## config.mk

```make
export PLATFORM = sky130hd
export DESIGN_NAME = dpu_sequencer
export DESIGN_NICKNAME = d
export VERILOG_FILES = /design/src/rtl/dpu_pkg.sv /design/src/rtl/dpu_seq_decode.sv /design/src/rtl/dpu_sequencer.sv
export SDC_FILE = /design/constraint.sdc
export NUM_CORES = 1
export LEC_CHECK = 0
export ABC_AREA = 1
export CORE_ASPECT_RATIO = 1.4
export CORE_MARGIN = 8
export CORE_UTILIZATION = 50
export DETAILED_ROUTE_END_ITERATION = 16
export PLACE_DENSITY = 0.85
export SETUP_SLACK_MARGIN = 0.4
export SLEW_MARGIN = 20
export SYNTH_ARGS = -nofsm -noshare
export SYNTH_HDL_FRONTEND = slang
export SYNTH_SLANG_ARGS = --single-unit
```

## constraint.sdc

```tcl
create_clock -name clk -period 3 [get_ports clk]
set_clock_uncertainty 0.1 [all_clocks]
set_input_delay 0.6 -clock clk [delete_from_list [all_inputs] [get_ports clk]]
set_output_delay 0.6 -clock clk [all_outputs]
set_load 0.01 [all_outputs]
```

## src/rtl/dpu_pkg.sv

```systemverilog
// rtl/dpu_pkg.sv - shared opcodes, microword fields and state/class enums for the DPU sequencer
package dpu_pkg;

  localparam int N_MSB = 15;
  localparam int N_LSB = 12;
  localparam int A_MSB = 11;
  localparam int A_LSB = 8;
  localparam int B_MSB = 7;
  localparam int B_LSB = 4;
  localparam int R_MSB = 3;
  localparam int R_LSB = 0;

  localparam logic [3:0] OP_LOAD = 4'd8;
  localparam logic [3:0] OP_BRCC = 4'd9;
  localparam logic [3:0] OP_JMP  = 4'd10;
  localparam logic [3:0] OP_VID  = 4'd11;
  localparam logic [3:0] OP_CALL = 4'd12;
  localparam logic [3:0] OP_RET  = 4'd13;
  localparam logic [3:0] OP_NOP  = 4'd14;
  localparam logic [3:0] OP_HALT = 4'd15;

  typedef enum logic [2:0] {
    ST_IDLE,
    ST_FETCH,
    ST_DECODE,
    ST_EXEC,
    ST_LOAD_WAIT,
    ST_HALT
  } state_t;

  typedef enum logic [3:0] {
    CLS_ALU,
    CLS_LOAD,
    CLS_BRANCH,
    CLS_JUMP,
    CLS_VID,
    CLS_CALL,
    CLS_RET,
    CLS_NOP,
    CLS_HALT
  } op_class_t;

endpackage

```

## src/rtl/dpu_seq_decode.sv

```systemverilog
// rtl/dpu_seq_decode.sv - combinational opcode classifier for the DPU sequencer
// CALL/RET classes only exist when DPU_SEQ_CALL_RET_EN is defined; otherwise n=12/13 classify as NOP.
module dpu_seq_decode
  import dpu_pkg::*;
(
  input  logic [3:0] n_i,
  output op_class_t  cls_o
);

  always_comb begin
    cls_o = CLS_NOP;
    if (n_i < OP_LOAD) begin
      cls_o = CLS_ALU;
    end else begin
      case (n_i)
        OP_LOAD: cls_o = CLS_LOAD;
        OP_BRCC: cls_o = CLS_BRANCH;
        OP_JMP:  cls_o = CLS_JUMP;
        OP_VID:  cls_o = CLS_VID;
`ifdef DPU_SEQ_CALL_RET_EN
        OP_CALL: cls_o = CLS_CALL;
        OP_RET:  cls_o = CLS_RET;
`endif
        OP_HALT: cls_o = CLS_HALT;
        default: cls_o = CLS_NOP;
      endcase
    end
  end

endmodule

```

## src/rtl/dpu_sequencer.sv

```systemverilog
// rtl/dpu_sequencer.sv - microprogram sequencer: fetches microwords and drives DPU control buses
// Optional single-level CALL/RET link register enabled by DPU_SEQ_CALL_RET_EN.
module dpu_sequencer
  import dpu_pkg::*;
#(
  parameter int              PC_W       = 8,
  parameter int              ALU_CYCLES = 2,
  parameter logic [3:0]      IDLE_OP    = 4'hE,
  parameter logic [PC_W-1:0] RESET_PC   = '0
) (
  input  logic            clk,
  input  logic            reset,
  input  logic            start,
  output logic            imem_req,
  output logic [PC_W-1:0] imem_addr,
  input  logic            imem_valid,
  input  logic [15:0]     imem_data,
  output logic            mem_req,
  input  logic            mem_ack,
  output logic [3:0]      dpu_abus,
  output logic [3:0]      dpu_bbus,
  output logic [3:0]      dpu_rbus,
  output logic [3:0]      dpu_n,
  input  logic [3:0]      dpu_cc,
  output logic            dpu_out_enable,
  output logic            busy,
  output logic            halted
);

  localparam int CNT_W = (ALU_CYCLES > 1) ? $clog2(ALU_CYCLES) : 1;

  state_t          state_q, state_d;
  logic [PC_W-1:0] pc_q, pc_d;
  logic [CNT_W-1:0] cnt_q, cnt_d;
  logic            vid_q, vid_d;
  logic [3:0]      ir_n_q, abus_q, bbus_q, rbus_q;
  op_class_t       op_cls;
  logic [PC_W-1:0] pc_inc, target;

  assign pc_inc = pc_q + PC_W'(1);
  // {b,r} forms an 8-bit target, resized to the PC width
  assign target = PC_W'({bbus_q, rbus_q});

`ifdef DPU_SEQ_CALL_RET_EN
  logic [PC_W-1:0] link_q, link_d;
`endif

  dpu_seq_decode u_decode (
    .n_i   (ir_n_q),
    .cls_o (op_cls)
  );

  always_ff @(posedge clk or posedge reset) begin
    if (reset) begin
      state_q <= ST_IDLE;
      pc_q    <= RESET_PC;
      cnt_q   <= '0;
      vid_q   <= 1'b0;
`ifdef DPU_SEQ_CALL_RET_EN
      link_q  <= RESET_PC;
`endif
    end else begin
      state_q <= state_d;
      pc_q    <= pc_d;
      cnt_q   <= cnt_d;
      vid_q   <= vid_d;
`ifdef DPU_SEQ_CALL_RET_EN
      link_q  <= link_d;
`endif
    end
  end

  always_ff @(posedge clk or posedge reset) begin
    if (reset) begin
      ir_n_q <= OP_NOP;
      abus_q <= '0;
      bbus_q <= '0;
      rbus_q <= '0;
    end else if (state_q == ST_FETCH && imem_valid) begin
      ir_n_q <= imem_data[N_MSB:N_LSB];
      abus_q <= imem_data[A_MSB:A_LSB];
      bbus_q <= imem_data[B_MSB:B_LSB];
      rbus_q <= imem_data[R_MSB:R_LSB];
    end
  end

  always_comb begin
    state_d = state_q;
    pc_d    = pc_q;
    cnt_d   = cnt_q;
    vid_d   = vid_q;
`ifdef DPU_SEQ_CALL_RET_EN
    link_d  = link_q;
`endif
    case (state_q)
      ST_IDLE: begin
        if (start) state_d = ST_FETCH;
      end
      ST_FETCH: begin
        if (imem_valid) state_d = ST_DECODE;
      end
      ST_DECODE: begin
        cnt_d   = '0;
        state_d = ST_FETCH;
        case (op_cls)
          CLS_ALU:    state_d = ST_EXEC;
          CLS_LOAD:   state_d = ST_LOAD_WAIT;
          CLS_BRANCH: pc_d = dpu_cc[abus_q[1:0]] ? target : pc_inc;
          CLS_JUMP:   pc_d = target;
          CLS_VID: begin
            vid_d = ~vid_q;
            pc_d  = pc_inc;
          end
`ifdef DPU_SEQ_CALL_RET_EN
          CLS_CALL: begin
            link_d = pc_inc;
            pc_d   = target;
          end
          CLS_RET:    pc_d = link_q;
`endif
          CLS_HALT:   state_d = ST_HALT;
          default:    pc_d = pc_inc;
        endcase
      end
      ST_EXEC: begin
        if (cnt_q == CNT_W'(ALU_CYCLES - 1)) begin
          state_d = ST_FETCH;
          pc_d    = pc_inc;
        end else begin
          cnt_d = cnt_q + CNT_W'(1);
        end
      end
      ST_LOAD_WAIT: begin
        if (mem_ack) begin
          state_d = ST_FETCH;
          pc_d    = pc_inc;
        end
      end
      ST_HALT: state_d = ST_HALT;
      default: state_d = ST_IDLE;
    endcase
  end

  always_comb begin
    imem_req = 1'b0;
    mem_req  = 1'b0;
    dpu_n    = IDLE_OP;
    busy     = 1'b1;
    halted   = 1'b0;
    case (state_q)
      ST_IDLE:  busy = 1'b0;
      ST_FETCH: imem_req = 1'b1;
      ST_EXEC:  dpu_n = ir_n_q;
      ST_LOAD_WAIT: begin
        mem_req = 1'b1;
        dpu_n   = OP_LOAD;
      end
      ST_HALT: begin
        busy   = 1'b0;
        halted = 1'b1;
      end
      default: ;
    endcase
  end

  assign imem_addr      = pc_q;
  assign dpu_abus       = abus_q;
  assign dpu_bbus       = bbus_q;
  assign dpu_rbus       = rbus_q;
  assign dpu_out_enable = vid_q;

endmodule

```

**Run 1: signal wires on met1**

Bar = 20 µm. Cells faint in the background.
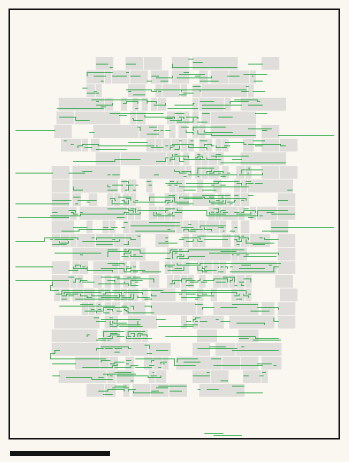
share of all routed wire	38%
nets with wire on the layer	279
longest straight run	18.4 µm
wire length on this layer	1670 µm
Vias: 1716
met1 layer usage reported by global route: 0.182
total length of routed wires: 4350 µm

**Run 1: metal 2**

Bar = 20 µm. Cells faint in the background.
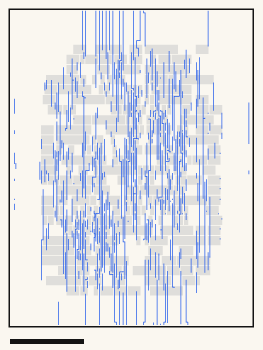
share of all routed wire	53%
wire length on this layer	2300 µm
longest straight run	34.7 µm
main direction	vertical
GR Util met2: 0.290

==> out/qor.rpt, run 1 <==
===============================================================================================
Fraction of the yosys area taken by sequential cells                                      0.423
Sequential Power Share                                                                    0.300
Post-Syn Instances                                                                          235
Global-route wire length before repair                                                  7470 µm
Commonest non-fill, non-tap cell in the layout                                     sky130_fd_sc_hd__nand2_1
Xor-xnor portion of the synthesized cell area                                            0.0102
Mux share                                                                                0.0523
Result of the run                                                                  complete, no violations
Most Used Layer, Global Route                                                              met2
Ys Warns                                                                                      0
Post-Layout Inst Area                                                                  2400 µm²
Number of levels in the clock H-tree                                                          2
Required time at the worst-slack endpoint                                               2300 ps
Combined flip-flop and latch cell area                                                  732 µm²
Fraction of area in multi-input gates                                                     0.350
Clock input transition at the sequential cells of the worst setup and hold paths          60 ps
Number of rows created at floorplan                                                          25
Signal buffers share of area                                                              0.232
Net Switching                                                                           1.17 mW
Area inside the core boundary                                                          3350 µm²
Post-Route Hold Slack                                                                    381 ps
# Cells Yosys                                                                               235
Ys flop type                                                                       sky130_fd_sc_hd__dfrtp_1
Worst setup SP type                                                                   flip-flop
Quantity of hold-fixing buffers added after cts                                               0
Clk_buf instances                                                                             8
Number of DRC violations after detailed-routing iteration 0                                  74
Start point of the worst min-delay path                                            dpu_out_enable
Setup TNS after final layout                                                               0 ps
Mean number of vias per cell                                                               5.11
FP Core Util                                                                              0.515
Peak fanout along the critical path                                                           5
Routability congestion estimate from global placement                                     0.942
Layout cells sized above 1                                                                0.125
Instance area at placement                                                             2300 µm²
Setup Slack @ Placement                                                                  740 ps
Gr ovfl total                                                                                 0
Top-Level Pins                                                                               54
Setup repair after global routing missed its margin                                          no
Synth unique cells                                                                           26
Cell depth of the worst hold path                                                             1
Maximum ir drop on the vdd rail                                                        0.762 mV
# placed instances                                                                          327
Post-Synth Simple-Gate Area                                                               0.337
Post-detailed-route wirelength per cell                                                 12.9 µm
Smallest setup slack after layout                                                        505 ps
Number of max-cap violations                                                                  0
Diode insertion count for antenna repair                                                      0
Netlist area before placement                                                          1720 µm²
Design internal power                                                                   1.51 mW
Launch instance of the worst register-to-register path                                ir_n_q[3]
YS chip area                                                                           1720 µm²
Synth async-reset ratio                                                                    1.00
===============================================================================================
**Run 1: signal wires on met3**

Bar = 20 µm. Cells faint in the background.
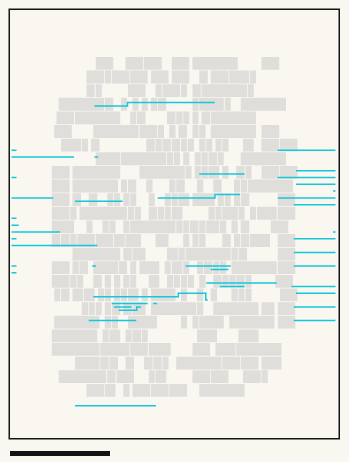
main direction	horizontal
wire length on this layer	320 µm
nets with wire on the layer	39
share of all routed wire	7.4%
longest straight run	17.2 µm
fraction of met3 tracks used by global routing: 0.0474

**Run 1: ports around the boundary**

Bar = 20 µm. Pins as bars across the die edge, other pins in gray.
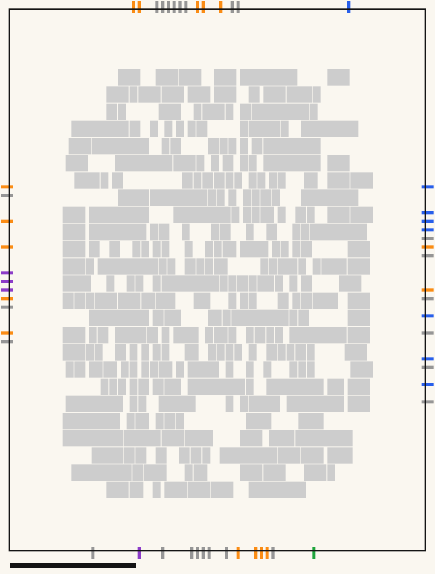
port	color	pins	direction	edge
reset	green	1	input	bottom
imem_data	orange	16	input	5 top, 5 left, 4 bottom, 2 right
imem_addr	blue	8	output	7 right, 1 top
dpu_n	purple	4	output	3 left, 1 bottom
all pins by edge	15 right, 14 bottom, 14 top, 11 left
I/O Buffers: 53
Chip Height: 85.5 µm

-- run 1: flip-flops by register name, indices dropped and copies added (netlist names) --
register / cells
dpu_out_enable: 1
dpu_bbus: 4
imem_addr: 8
state_q: 3
dpu_rbus: 4
ir_n_q: 4
cnt_q: 1
dpu_abus: 4
-- run 1: critical path, stage by stage, from the launching register on --
cell and delay [ps]:
sky130_fd_sc_hd__dfrtp_2 440, sky130_fd_sc_hd__nor2_2 260, sky130_fd_sc_hd__nand2_1 150, sky130_fd_sc_hd__nand2_1 100
sky130_fd_sc_hd__o21ai_0 80, sky130_fd_sc_hd__clkdlybuf4s50_1 490
-- run 1: metal layers --
layer,vias to the layer above,share of wire
met5,-,0
met4,0,0.012
met3,5,0.074
met2,59,0.53
met1,792,0.38
li1,860,-
-- run 1: Yosys cell counts, types with 2 or more instances --
cell type,n,area (µm²)
sky130_fd_sc_hd__or2_0,2,12.5
sky130_fd_sc_hd__dfrtp_1,26,651
sky130_fd_sc_hd__o21ai_0,7,35.0
sky130_fd_sc_hd__inv_2,4,15.0
sky130_fd_sc_hd__nand2_2,3,18.8
sky130_fd_sc_hd__dfstp_2,3,78.8
sky130_fd_sc_hd__mux2_2,8,90.1
sky130_fd_sc_hd__nor2_1,29,109
sky130_fd_sc_hd__nand3_1,24,120
sky130_fd_sc_hd__nand2_1,63,236
sky130_fd_sc_hd__nor2_2,5,31.3
sky130_fd_sc_hd__inv_1,30,113
sky130_fd_sc_hd__a21oi_1,15,75.1
sky130_fd_sc_hd__nand4_1,4,25.0
-- run 1: what timing repair did --
item                       CTS  global route
setup endpoints to repair    0             4
buffers inserted             0             1
resized                      0             4
--- run 2 (diff from run 1) ---
- CORE_UTILIZATION: 50 -> 42
- PLACE_DENSITY: 0.85 -> 0.76
- clock period: 3 -> 2.1 ns (I/O delays scaled with it)
==> run 2 against run 1 <==
  * Die size up 15%
  * Global-route usage decreased by 0.95 points
  * Routed wire length grew 32%
  * Final cell count grew 10%
  * Register-to-register slack worse by 830 ps
  * Sequential power up 38%
  * Setup slack worse by 200 ps
  * Sequential share of layout area decreased by 4.9 points
  * Worst hold slack better by 23 ps
  * Highest routed layer unchanged
==> out/qor.rpt, run 2 <==
===============================================================================================
Top-Level Pins                                                                               54   unchanged
Max-area cell share                                                                       0.378   unchanged
Mean number of vias per cell                                                               5.20   was 5.11
Area inside the core boundary                                                          3950 µm²   was 3350 µm²
Ys flop type                                                                       sky130_fd_sc_hd__dfrtp_1   unchanged
Number of rows created at floorplan                                                          27   was 25
Vias                                                                                       1930   was 1716
Required time at the worst-slack endpoint                                               1580 ps   was 2300 ps
Total length of routed wires                                                            5740 µm   was 4350 µm
Post-Synth Simple-Gate Area                                                               0.337   unchanged
Number of levels in the clock H-tree                                                          2   unchanged
Xor-xnor portion of the synthesized cell area                                            0.0102   unchanged
Synth unique cells                                                                           26   unchanged
Number of max-cap violations                                                                  0   unchanged
Critical path buffers and inverters                                                           3   was 1
Top cell family by delay on the critical path                                        flip-flops   was simple AND/OR/NAND/NOR gates
Largest register FFs                                                                          8   unchanged
Combined flip-flop and latch cell area                                                  734 µm²   was 732 µm²
Clock input transition at the sequential cells of the worst setup and hold paths          60 ps   about the same
Worst setup SP type                                                                   flip-flop   unchanged
FP Core Util                                                                              0.436   was 0.515
Number of DRC violations after detailed-routing iteration 0                                 102   was 74
Cell type with the largest total area after synthesis                              sky130_fd_sc_hd__dfrtp_1   unchanged
Design internal power                                                                   2.59 mW   was 1.51 mW
Worst-path cell with the longest stage delay                                       sky130_fd_sc_hd__dfrtp_2   was sky130_fd_sc_hd__clkdlybuf4s50_1
Netlist area before placement                                                          1720 µm²   unchanged
Leading cell types by total area after synthesis                                   sky130_fd_sc_hd__dfrtp_1 38%, sky130_fd_sc_hd__nand2_1 14%, sky130_fd_sc_hd__nand3_1 7.0%   unchanged
I/O Buffers                                                                                  53   unchanged
# Cells Yosys                                                                               235   unchanged
Instance area at placement                                                             2340 µm²   was 2300 µm²
Post-Layout Inst Area                                                                  2870 µm²   was 2400 µm²
Maximum ir drop on the vdd rail                                                         1.19 mV   was 0.762 mV
Setup TNS after final layout                                                               0 ps   unchanged
Diode insertion count for antenna repair                                                      0   unchanged
Routability congestion estimate from global placement                                     0.846   was 0.942
Sequential Power Share                                                                    0.230   was 0.300
Highest cell delay on the worst timing path                                              420 ps   was 490 ps
Peak fanout along the critical path                                                           4   was 5
Start point of the worst min-delay path                                             dpu_abus[3]   was dpu_out_enable
Layout cells sized above 1                                                                0.360   was 0.125
Result of the run                                                                  complete, no violations   unchanged
Global-route wire length before repair                                                  8360 µm   was 7470 µm
Cell depth of the worst hold path                                                             1   unchanged
CP cell instances                                                                  inv_2, buf_6, nor3_4, buf_2   was nor2_2, nand2_1, nand2_1, o21ai_0, clkdlybuf4s50_1
===============================================================================================
run 2: cell counts after synthesis:
Identical to the previous run, type by type.
run 2: metrics by stage:
stage	hold WS [ps]	setup WS (ps)	cells
final	404	300	371
after global routing	423	270	371
after CTS	399	314	354
after detailed placement	392	94.4	335
after global placement	387	130	335
after floorplan	369	440	235
run 2: timing repair:
| item | 4_1_cts | 5_1_grt |
|---|---|---|
| endpoints found under the setup margin | 41 | 31 |
| pin swaps | 2 | 27 |
| hold endpoints to repair | 0 | 0 |
| hold buffers | 0 | 0 |
| gates cloned | 0 | 1 |
| buffers inserted | 11 | 16 |
| gates resized | 70 | 66 |
run 2: worst max-delay path by stage:
stage / cells past startpoint / slack (ps) / end
floorplan: 11 / 440 / imem_addr[2]
finish: 4 / 300 / imem_req
detailed placement: 5 / 90 / dpu_n[1]
CTS: 3 / 310 / imem_req
global route: 6 / 270 / busy
global placement: 5 / 130 / dpu_n[1]
run 2: final cells by class:
cell class,count,area share
multi-input cells,168,0.361
repair buffers,87,0.271
flip-flops and latches,29,0.256
inverters,35,0.0527
clock buffers,7,0.0335
well taps,43,0.0187
repair inverters,1,0.00566
clock inverters,1,0.00174
run 2: logic make-up (layout without fill, tap and decap cells):
family                     Yosys count  after routing
AOI/OAI and AO/OA                   25             25
DFF                                 29             29
buffers and inverters               38            131
and+or+nand+nor                    132            132
adders and majority gates            1              1
xor gates and xnor gates             2              2
muxes                                8              8
run 2: layer usage:
layer | up-vias | share of wire | global-route usage
met5 | - | 0 | 0
met4 | 0 | 0.022 | 0.0639
met3 | 12 | 0.056 | 0.0475
met2 | 65 | 0.56 | 0.294
met1 | 920 | 0.36 | 0.156
li1 | 933 | - | -
**Run 2: congestion heat map**

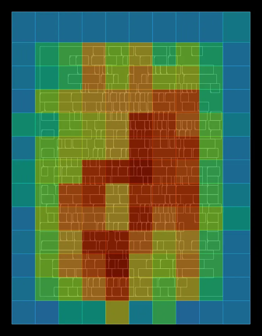
GR Util met2: 0.294
final core area utilization: 0.727
post-detailed-route wirelength per cell: 15.5 µm
Most Used Layer, Global Route: met2
met1 layer usage reported by global route: 0.156

**Run 2: ports around the boundary**

Bar = 20 µm. Pins as bars across the die edge, other pins in gray.
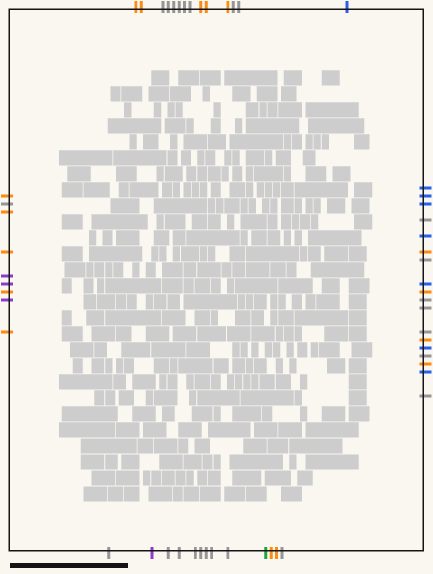
port	color	pins	direction	edge
imem_addr	blue	8	output	7 right, 1 top
reset	green	1	input	bottom
imem_data	orange	16	input	5 top, 5 left, 4 right, 2 bottom
dpu_n	purple	4	output	3 left, 1 bottom
all pins by edge	18 right, 14 top, 13 bottom, 9 left
horizontal die dimension: 70.1 µm
Chip Height: 91.8 µm

Power figures rest on the tool's default switching activity, not on a simulated workload.
